--- config.mk ---
export PLATFORM = sky130hd
export DESIGN_NAME = vga_scan_ctrl
export DESIGN_NICKNAME = d
export VERILOG_FILES = /design/src/rtl/vga_scan_ctrl.sv
export SDC_FILE = /design/constraint.sdc
export NUM_CORES = 1
export LEC_CHECK = 0
export CORE_AREA = 2 2 98 100
export CTS_CLUSTER_SIZE = 30
export DETAILED_ROUTE_END_ITERATION = 6
export DIE_AREA = 0 0 100 102
export PLACE_DENSITY = 0.51
export SETUP_SLACK_MARGIN = 0.05
export SYNTH_ARGS = -nofsm -noshare
export SYNTH_HDL_FRONTEND = slang
export SYNTH_SLANG_ARGS = --single-unit
--- constraint.sdc ---
create_clock -name clk -period 1.9 [get_ports clk]
set_input_delay 0.475 -clock clk [delete_from_list [all_inputs] [get_ports clk]]
set_output_delay 0.475 -clock clk [all_outputs]
set_load 0.1 [all_outputs]
--- src/rtl/vga_scan_ctrl.sv ---
// Programmable VGA scan controller: timing counters, frame-memory address issue and
// sync/blank delay matched to the memory read latency, with a pixel clock-enable divider.
module vga_scan_ctrl #(
    parameter int H_ACTIVE = 640,
    parameter int H_FP     = 16,
    parameter int H_SYNC   = 96,
    parameter int H_BP     = 48,
    parameter int V_ACTIVE = 480,
    parameter int V_FP     = 10,
    parameter int V_SYNC   = 2,
    parameter int V_BP     = 33,
    parameter bit HS_POL   = 1'b0,
    parameter bit VS_POL   = 1'b0,
    parameter int RD_LAT   = 1,
    parameter int CLK_DIV  = 1,
    parameter int CW       = 8,
    parameter int AW       = 10
) (
    input  logic            clk,
    input  logic            resetn,
    input  logic            en,
    output logic            pix_ce,
    output logic            req,
    output logic [AW-1:0]   h_addr,
    output logic [AW-1:0]   v_addr,
    input  logic [3*CW-1:0] pix_data,
    output logic            hsync,
    output logic            vsync,
    output logic            valid,
    output logic [CW-1:0]   vga_r,
    output logic [CW-1:0]   vga_g,
    output logic [CW-1:0]   vga_b,
    output logic            frame_start,
    output logic            line_start
);
    localparam int H_TOTAL = H_ACTIVE + H_FP + H_SYNC + H_BP;
    localparam int V_TOTAL = V_ACTIVE + V_FP + V_SYNC + V_BP;
    localparam int HW      = (H_TOTAL > 1) ? $clog2(H_TOTAL) : 1;
    localparam int VW      = (V_TOTAL > 1) ? $clog2(V_TOTAL) : 1;
    localparam int DW      = (CLK_DIV > 1) ? $clog2(CLK_DIV) : 1;
    localparam int HS_BEG  = H_ACTIVE + H_FP;
    localparam int HS_END  = HS_BEG + H_SYNC;
    localparam int VS_BEG  = V_ACTIVE + V_FP;
    localparam int VS_END  = VS_BEG + V_SYNC;

    localparam logic [HW-1:0] H_LAST = HW'(H_TOTAL - 1);
    localparam logic [VW-1:0] V_LAST = VW'(V_TOTAL - 1);
    localparam logic [DW-1:0] D_LAST = DW'(CLK_DIV - 1);

    logic          clr;
    logic          run;
    logic [DW-1:0] div_cnt;
    logic [HW-1:0] h_cnt;
    logic [VW-1:0] v_cnt;
    logic          hs_p0;
    logic          vs_p0;
    logic          vld_al;
    logic          hs_al;
    logic          vs_al;

    // run is a registered copy of (resetn && en) so every output is blank for the
    // cycle in which reset or the enable drop is sampled, and restart begins at origin.
    assign clr    = !resetn || !en;
    assign pix_ce = run && (div_cnt == D_LAST);

    always_ff @(posedge clk) begin
        if (clr) begin
            run     <= 1'b0;
            div_cnt <= '0;
            h_cnt   <= '0;
            v_cnt   <= '0;
        end else begin
            run <= 1'b1;
            if (run) begin
                div_cnt <= pix_ce ? '0 : div_cnt + 1'b1;
            end
            if (pix_ce) begin
                if (h_cnt == H_LAST) begin
                    h_cnt <= '0;
                    v_cnt <= (v_cnt == V_LAST) ? '0 : v_cnt + 1'b1;
                end else begin
                    h_cnt <= h_cnt + 1'b1;
                end
            end
        end
    end

    // Stage p0: address issue and raw sync levels, combinational from the counters
    always_comb begin
        req    = run && (int'(h_cnt) < H_ACTIVE) && (int'(v_cnt) < V_ACTIVE);
        h_addr = req ? AW'(h_cnt) : '0;
        v_addr = req ? AW'(v_cnt) : '0;
        hs_p0  = run && (int'(h_cnt) >= HS_BEG) && (int'(h_cnt) < HS_END);
        vs_p0  = run && (int'(v_cnt) >= VS_BEG) && (int'(v_cnt) < VS_END);
    end

    assign line_start  = pix_ce && (h_cnt == '0);
    assign frame_start = line_start && (v_cnt == '0);

    // Alignment stages: control bits delayed RD_LAT ticks to meet the returned pixel
    generate
        if (RD_LAT == 0) begin : g_lat0
            assign vld_al = req;
            assign hs_al  = hs_p0;
            assign vs_al  = vs_p0;
        end else begin : g_lat
            logic vld_pd [RD_LAT];
            logic hs_pd  [RD_LAT];
            logic vs_pd  [RD_LAT];

            always_ff @(posedge clk) begin
                if (clr) begin
                    for (int i = 0; i < RD_LAT; i++) begin
                        vld_pd[i] <= 1'b0;
                        hs_pd[i]  <= 1'b0;
                        vs_pd[i]  <= 1'b0;
                    end
                end else if (pix_ce) begin
                    vld_pd[0] <= req;
                    hs_pd[0]  <= hs_p0;
                    vs_pd[0]  <= vs_p0;
                    for (int i = 1; i < RD_LAT; i++) begin
                        vld_pd[i] <= vld_pd[i-1];
                        hs_pd[i]  <= hs_pd[i-1];
                        vs_pd[i]  <= vs_pd[i-1];
                    end
                end
            end

            assign vld_al = vld_pd[RD_LAT-1];
            assign hs_al  = hs_pd[RD_LAT-1];
            assign vs_al  = vs_pd[RD_LAT-1];
        end
    endgenerate

    // Output stage: pins update only on pixel ticks
    always_ff @(posedge clk) begin
        if (clr) begin
            valid <= 1'b0;
            hsync <= ~HS_POL;
            vsync <= ~VS_POL;
            vga_r <= '0;
            vga_g <= '0;
            vga_b <= '0;
        end else if (pix_ce) begin
            valid <= vld_al;
            hsync <= ~(hs_al ^ HS_POL);
            vsync <= ~(vs_al ^ VS_POL);
            vga_r <= vld_al ? pix_data[3*CW-1 -: CW] : '0;
            vga_g <= vld_al ? pix_data[2*CW-1 -: CW] : '0;
            vga_b <= vld_al ? pix_data[CW-1:0]       : '0;
        end
    end

endmodule
Run 1, wires at chosen ports, followed through buffers:
(4 px per um)
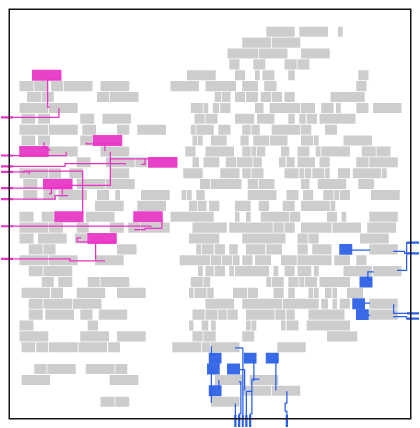
- vga_b: magenta (bits 8; direction output; edge left; end cells 8; buffers 8; wire 274 um)
- h_addr: blue (bits 10; direction output; edge 6 bottom, 4 right; end cells 10; buffers 10; wire 127 um)
count of buffers inserted at the top-level ports: 76
num ports: 78

Run 1, cell outlines without signal wires:
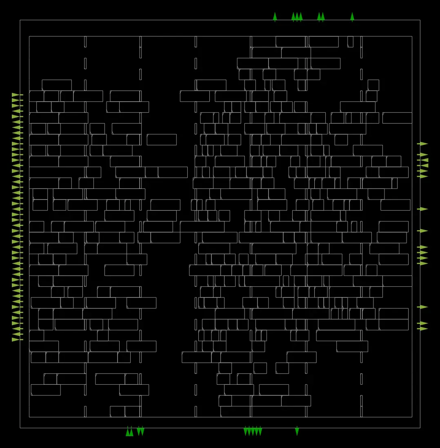
share of the core filled with cells: 0.472
sequential portion of the cell area: 0.254
Rows: 35
Filler cells: 832

==> out/writeup.txt, run 1 <==
The run gives 1420 ps for the required arrival time at the worst endpoint. The critical path starts at h_cnt[1]. Residual overflow from global routing: 0. For the chip footprint, the log shows 10200 um2. The final reports fail on setup timing. The report lists the cells along the critical path as inv_2, ha_4, nor4b_4, and4_4, and4_4, buf_12. For the maximum number of buffers from clock root to sink, the log shows 2. Setup repair after global routing could not meet its margin everywhere.

The average instance in the mapped netlist occupies 9.75 um2. The most frequent cell after synthesis was sky130_fd_sc_hd__dfxtp_1. The run gives 4630 um for the detailed placer's ending HPWL. The clock root buffer master was sky130_fd_sc_hd__clkbuf_8. The synthesis run shows the most used standard cells to be sky130_fd_sc_hd__dfxtp_1 (49), sky130_fd_sc_hd__a22o_1 (24), sky130_fd_sc_hd__and2_1 (20). The number of warnings reported in the stage logs is 31. By instance count, the cell type seen most on the critical path is sky130_fd_sc_hd__and4_4.

The flow ran to the end, but the final reports show violations. For the met3 layer wire length in the routed design, the log shows 670 um. The count of nets after finishing came out at 377.

The final timing report lists clock skew as 3.68 ps. The run gives 0 for the initial antenna violation count. Clock net sink count: 52. The residual DRC count is 0.

The finished layout holds 458 standard cells, fillers aside. Setup violations remaining at the end of the flow were counted as 23. The total design power was 2.05 mW; the combinational gate area was 1230 um2. The combined area of all synthesized cells came out at 2240 um2. Source of the worst hold timing path: g_lat.vs_pd[0]. STA lists the maximum fanout along the critical path as 2. Summed over all failing endpoints, the final setup total negative slack is -3670 ps. Buffers inserted during clock tree synthesis total 5. The async set-reset flop share out of synthesis is 0. Endpoints failing hold in the final report were tallied at 0.

The maximum achievable frequency was 463 MHz. Summing all placed instances gives a cell area of 3970 um2. Per the post-CTS timing run, clock transition at the registers of the reported paths is 90 ps.

The leakage component of the power was reported as 1.69 nW. Type of the worst setup path: flop to output pin. The H-tree was split into 2 levels. The logs give 300 ps for the clock latency on the worst-skew pair and 0 for the count of synthesis-stage warnings from yosys. The timing report shows that the slowest cell on the worst path is sky130_fd_sc_hd__dfxtp_2. Note that the worst hold path type here is flop to flop. Post-synthesis cell type count: 42. The number of vias in the routed layout is 2122, and the area figure in the yosys stat output is 2240 um2.

Hold timing on the final database bottoms out at a slack of 486 ps. The highest signal layer in the routed design is met4. The main area contributors are sky130_fd_sc_hd__dfxtp_1 (44%), sky130_fd_sc_hd__a22o_1 (9.4%), sky130_fd_sc_hd__and2_1 (5.6%). Looking at the reg2reg group, the worst path starts from h_cnt[0]. The post-synth tally of flip-flops with integrated enable is 3. TritonCTS built the clock tree.

The core utilization before placement is 0.246, and the via count of the first global-routing pass is 2243. With the met1 layer wirelength in the final routing at 2800 um, the via density per instance is 4.63. STA classifies the critical path endpoint as an output pin. For the total placed cells including tap cells, the log shows 437. The most used flip-flop cell was sky130_fd_sc_hd__dfxtp_1.

Per the summary, power density relative to cell area is 476 nW/um2. The minimum setup slack in the final design is -260 ps. Setup slack on the worst reg-to-reg path comes out at -30 ps.

The critical path launch point type was a flop. Prior to clock tree synthesis, the placed netlist has a worst setup slack of -27.3 ps. The ratio of cells with drive above 1 in the final layout works out to 0.450.

The overall routing resource usage came out at 0.134. The largest area contributor in the synthesized netlist is sky130_fd_sc_hd__dfxtp_1.
Run 1, register map, names as in the netlist:
(3 px per um)
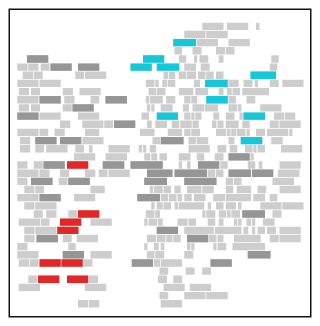
- vga_r: red (sequential cells 8; where lower left)
- v_cnt: cyan (sequential cells 10)
- not coloured: 34
seq pwr: 1.11 mW
register cell area after layout: 1090 um2

Run 1, placement by cell class:
(3 px per um)
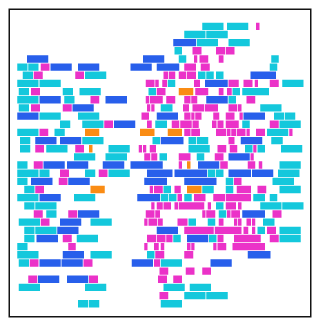
- other buffers and delay cells: cyan (cells 122; share of their area 41%)
- clock drivers and dummy loads: orange (cells 8; share of their area 2.2%)
- all other logic: magenta (cells 165; share of their area 31%)
- flops: blue (cells 52; share of their area 26%)
Post-Layout Inst Area: 4300 um2
standard cell core area: 9110 um2

run 1: cells in the final DEF (no fill, tap or decap), types with 3 or more instances in the layout:
cell	netlist	layout
sky130_fd_sc_hd__and3_1	3	3
sky130_fd_sc_hd__inv_1	6	4
sky130_fd_sc_hd__dfxtp_1	49	38
sky130_fd_sc_hd__nand4b_1	3	3
sky130_fd_sc_hd__xor2_1	7	7
sky130_fd_sc_hd__buf_12	0	53
sky130_fd_sc_hd__a22o_1	24	24
sky130_fd_sc_hd__dfxtp_2	0	9
sky130_fd_sc_hd__clkbuf_8	0	6
sky130_fd_sc_hd__nand3_1	7	7
sky130_fd_sc_hd__nor2_1	15	15
sky130_fd_sc_hd__buf_6	0	7
sky130_fd_sc_hd__xnor2_1	5	5
sky130_fd_sc_hd__o31ai_1	3	3
sky130_fd_sc_hd__edfxtp_1	3	3
sky130_fd_sc_hd__nor4_1	6	4
sky130_fd_sc_hd__and2_4	0	19
sky130_fd_sc_hd__a21oi_1	6	4
sky130_fd_sc_hd__nand4_1	7	7
sky130_fd_sc_hd__clkdlybuf4s50_1	0	26
sky130_fd_sc_hd__nand2_1	14	13
sky130_fd_sc_hd__buf_4	1	35
run 1: worst max-delay path: cells and delay by family (launching register included):
| family | cells | cell delay [ps] |
|---|---|---|
| AND/OR/NAND/NOR | 3 | 670 |
| flip-flops | 1 | 340 |
| buffers and inverters | 2 | 240 |
| adder cells (fa/ha/maj) | 1 | 120 |
run 1: power by group:
part	internal [mW]	total [mW]	switching, mW
sequential	1.10	1.11	0.00921
combinational	0.128	0.272	0.144
clock	0.298	0.659	0.361
total	1.53	2.05	0.514
run 1: final timing paths:
| kind | depth (start not counted) | endpoint |
|---|---|---|
| max | 6 | frame_start |
| min | 1 | vsync |
| max reg2reg | 7 | v_cnt[8] |
| min reg2reg | 1 | vsync |
run 1: area by class of cell:
| cell class | count | share of cell area |
|---|---|---|
| tap | 111 | 0.0323 |
| inverter | 8 | 0.0131 |
| timing repair buffer | 122 | 0.393 |
| sequential | 52 | 0.254 |
| clock buffer | 8 | 0.0210 |
| multi-input combinational | 157 | 0.287 |
run 1: state kept, by name, indices dropped and copies added (netlist names):
signal        count
h_cnt            10
v_cnt            10
vga_b             8
vga_g             8
vga_r             8
div_cnt           1
g_lat.hs_pd       1
g_lat.vld_pd      1
g_lat.vs_pd       1
hsync             1
run               1
valid             1
vsync             1
run 1: timing repair:
action / CTS / global route
resized: 22 / 17
setup endpoints to repair: 24 / 28
pin swaps: 18 / 9
buffers inserted: 10 / 3
hold endpoints to repair: 0 / 0
cloned: 1 / 0
run 1: routing by layer:
metal	global-route usage	vias up
li1	-	1056
met4	0.0316	0
met5	0	-
met2	0.219	78
met3	0.0581	5
met1	0.164	983
run 1: kinds of logic (layout without fill, tap and decap cells):
kind of cell               count (synthesis)  after routing  share of synthesized area
and+or+nand+nor                           98             98                      0.267
DFF                                       52             52                      0.477
AOI/OAI and AO/OA                         41             41                      0.142
buffers and inverters                     21            138                     0.0390
xor gates and xnor gates                  12             12                     0.0468
adders and majority gates                  4              4                     0.0223
other                                      1              1                    0.00167
muxes                                      1              1                    0.00446
Run 1, clock wires, drivers and flops:
(3 px per um)
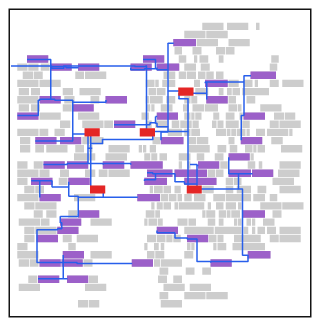

==> run 1 -> run 2 <==
PLACE_DENSITY = 0.55   (was 0.51)
Run 2, clock wires, drivers and flops:
(3 px per um)
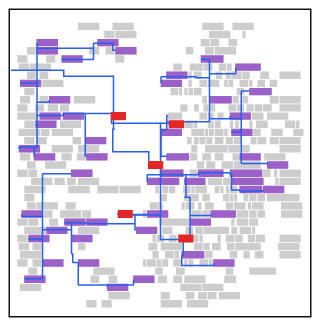
- clock wires: blue (length 696 um)
- flip-flops: purple (count 52)
- cells driving clock nets: red (count 5)
- routed clock nets: 6
- flops lie: spread over the die
Clock Skews: 7.96 ps
share of total power in the clock network: 0.331
later-pin clock latency in the skew report: 300 ps

Run 2, placement by cell class:
(3 px per um)
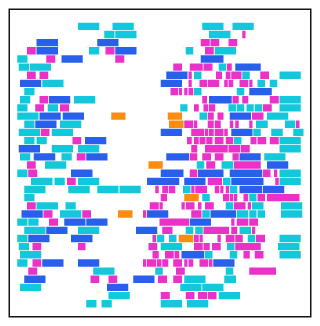
- clock drivers and dummy loads: orange (cells 7; share of their area 2.3%)
- all other logic: magenta (cells 165; share of their area 31%)
- flops: blue (cells 52; share of their area 26%)
- other buffers and delay cells: cyan (cells 121; share of their area 40%)
Post-Layout Inst Area: 4270 um2
share of the core filled with cells: 0.468
sequential portion of the cell area: 0.256

==> run 2 against run 1 <==
Against the previous run: the run still ends with setup timing left; combinational power about the same; global-route usage down 0.64 points; largest power group unchanged; first-iteration DRC count increased by 4.5%; critical path depth is the same; wire length shrank 3.4%; cell area down 0.70%; worst hold slack got worse by 32 ps; sequential share of layout area rose by 0.21 points; clock-buffer cell count down 1; largest cell class unchanged; clock power up 3.8%; register-to-register slack worse by 40 ps.
==> out/writeup.txt, run 2 <==
The flow ran to the end, but the final reports show violations. Critical path launch point type: a flop. The total design power is 2.07 mW (+1.1%).

The run gives -3220 ps (+451 ps) for the setup TNS after final layout. In the post-synthesis netlist, the cell with the most instances is sky130_fd_sc_hd__dfxtp_1. The per-instance average area after synthesis works out to 9.75 um2 (unchanged).

The first global-routing pass estimated 10400 um of wire. For the placed cell area, the log shows 3950 um2 (-0.44%). The run gives 5 (unchanged) for the number of CTS-inserted buffers.

The run gives 485 nW/um2 (+1.8%) for the power density relative to cell area. The clock transition at the register clock pins on the worst setup and hold paths after CTS was 90 ps (about the same). Most used flip-flop cell: sky130_fd_sc_hd__dfxtp_1.

The run gives 35 (unchanged) for the number of placement rows. The maximum number of buffers from clock root to sink came out at 2 (unchanged). For reference, the top cells by count after synthesis are sky130_fd_sc_hd__dfxtp_1 (49), sky130_fd_sc_hd__a22o_1 (24), sky130_fd_sc_hd__and2_1 (20). The ratio of cells with drive above 1 in the final layout was 0.443 (-0.00609); the required arrival time at the worst endpoint was 1420 ps (about the same). The residual DRC count was 0 (unchanged). The class of the tightest hold or removal check was flop to flop.

For the number of top-level pins, the log shows 78 (unchanged). In the post-synthesis netlist, the biggest area contributors are sky130_fd_sc_hd__dfxtp_1 (44%), sky130_fd_sc_hd__a22o_1 (9.4%), sky130_fd_sc_hd__and2_1 (5.6%). The highest fanout seen on the critical path came out at 2 (unchanged). With the core utilization before placement at 0.246 (unchanged), the detailed placer's ending HPWL is 4540 um (-2.0%).

With the chip width at 100 um, the core footprint is 9110 um2 (unchanged). Number of setup violations in the final report: 24 (+4.3%). The type of destination of the critical path was an output pin.

Looking at area per cell type in the netlist, the leader is sky130_fd_sc_hd__dfxtp_1. For the post-synthesis cell type count, the log shows 42 (unchanged). The most common cell type on the critical path is sky130_fd_sc_hd__and4_4. For the minimum setup slack in the final design, the log shows -231 ps (+28.0 ps).

The tools report the clock root buffer master as sky130_fd_sc_hd__clkbuf_8. The post-place setup slack was -46.7 ps (-19.5 ps); the initial antenna violation count was 0 (unchanged). For the number of vias in the routed layout, the log shows 2112 (-0.47%). The registers reported with the highest flop counts are h_cnt x10, v_cnt x10.

The clock net sink count is 52 (unchanged), and the filler cell count in the final layout is 846 (+1.7%). The combined area of all synthesized cells came out at 2240 um2 (unchanged). Async set-reset flop share out of synthesis: 0 (unchanged). Setup repair after global routing could not meet its margin everywhere. The run gives 90.2% for the area added between synthesis and finish. The run gives 2143 (-4.5%) as the via count of the first global-routing pass.

The final hold violation count was 0 (unchanged). The logs give 454 ps (-32.1 ps) for the post-route worst hold slack and 456 (-0.44%) for the final standard cell count with taps included and fillers excluded. Per the cell usage report, the commonest logic cell in the layout is sky130_fd_sc_hd__buf_12. The largest individual stage delay along the critical path comes from the cell sky130_fd_sc_hd__dfxtp_4. The chip footprint is 10200 um2 (unchanged). The checks that failed: setup timing. The tools report the static power due to leakage as 1.70 nW (+0.19%). The via density per instance came out at 4.63 (about the same).

Ranking logic cells in the layout by count gives the top entries sky130_fd_sc_hd__buf_12 (52), sky130_fd_sc_hd__dfxtp_1 (39), sky130_fd_sc_hd__buf_4 (36), sky130_fd_sc_hd__clkdlybuf4s50_1 (26), sky130_fd_sc_hd__a22o_1 (24). The tally of OpenROAD warnings is 31 (unchanged), and the count of nets after finishing is 376 (-0.27%). The area share of the leading cell type in the synthesized netlist was 0.437; the number of H-tree levels was 2 (unchanged). The run gives 3 (unchanged) for the post-synth tally of flip-flops with integrated enable. Maximum achievable frequency: 469 MHz (+1.3%).

Count of synthesis-stage warnings from yosys: 0 (unchanged). The number of input and output port buffers inserted is 76 (unchanged). For the area figure in the yosys stat output, the log shows 2240 um2 (unchanged).

TritonCTS built the clock tree. The total placed cells including tap cells was 436 (-0.23%). The critical path in this run is classified as flop to output pin. The overall routing resource usage was 0.128 (-0.00643).

For the residual overflow from global routing, the log shows 0 (unchanged). Traced cell by cell, the critical path runs through inv_4, ha_4, nor4b_4, and4_4, and4_4, buf_12.
## run 2: cell type report
| class | count | area (um2) | area share |
|---|---|---|---|
| flip-flops and latches | 52 | 1090 | 0.256 |
| clock buffers | 7 | 96.3 | 0.0226 |
| well taps | 111 | 139 | 0.0326 |
| repair buffers | 121 | 1650 | 0.387 |
| inverters | 8 | 58.8 | 0.0138 |
| multi-input cells | 157 | 1230 | 0.289 |
## run 2: path summary, 6_finish.rpt
| check | start | to | slack (ps) | cells past startpoint |
|---|---|---|---|---|
| worst max register to register | h_cnt[0] | v_cnt[8] | -70 | 7 |
| worst min-delay path | g_lat.hs_pd[0] | hsync | 450 | 1 |
| worst max-delay path | h_cnt[0] | frame_start | -230 | 6 |
| worst min register to register | g_lat.hs_pd[0] | hsync | 450 | 1 |
## run 2: report_power, final
part           internal (mW)  switching (mW)  leakage, nW  total (mW)
Sequential              1.10         0.00896        0.435        1.11
Combinational          0.126           0.144         1.21       0.271
Clock                  0.326           0.359       0.0503       0.684
## run 2: what timing repair did
| action | CTS | global route |
|---|---|---|
| cloned | 2 | 0 |
| pin swaps | 20 | 5 |
| endpoints found under the setup margin | 24 | 26 |
| gates resized | 26 | 13 |
| hold endpoints to repair | 0 | 0 |
| hold buffers | 0 | 0 |
| buffers inserted | 10 | 2 |
## run 2: cells by family after synthesis
logic type               count (synthesis)  share of synthesized area
flip-flops                              52                      0.477
other                                    1                    0.00167
buffers and inverters                   21                     0.0390
multiplexers                             1                    0.00446
AND/OR/NAND/NOR                         98                      0.267
AND-OR/OR-AND                           41                      0.142
adder cells (fa/ha/maj)                  4                     0.0223
XOR/XNOR                                12                     0.0468
## run 2: critical path, delay by kind of cell, from the launching register on
kind | cells | cell delay, ps
adders and majority gates | 1 | 120
buffers and inverters | 2 | 230
DFF | 1 | 360
and+or+nand+nor | 3 | 650
## run 2: routing by layer
layer	routed length, um	up-vias	global-route usage
met5	0	-	0
met3	544	6	0.0472
met2	2960	71	0.213
met1	2690	974	0.155
li1	-	1061	-
met4	56	0	0.0379
No activity file was given, so power comes from the tool's default toggle rates.
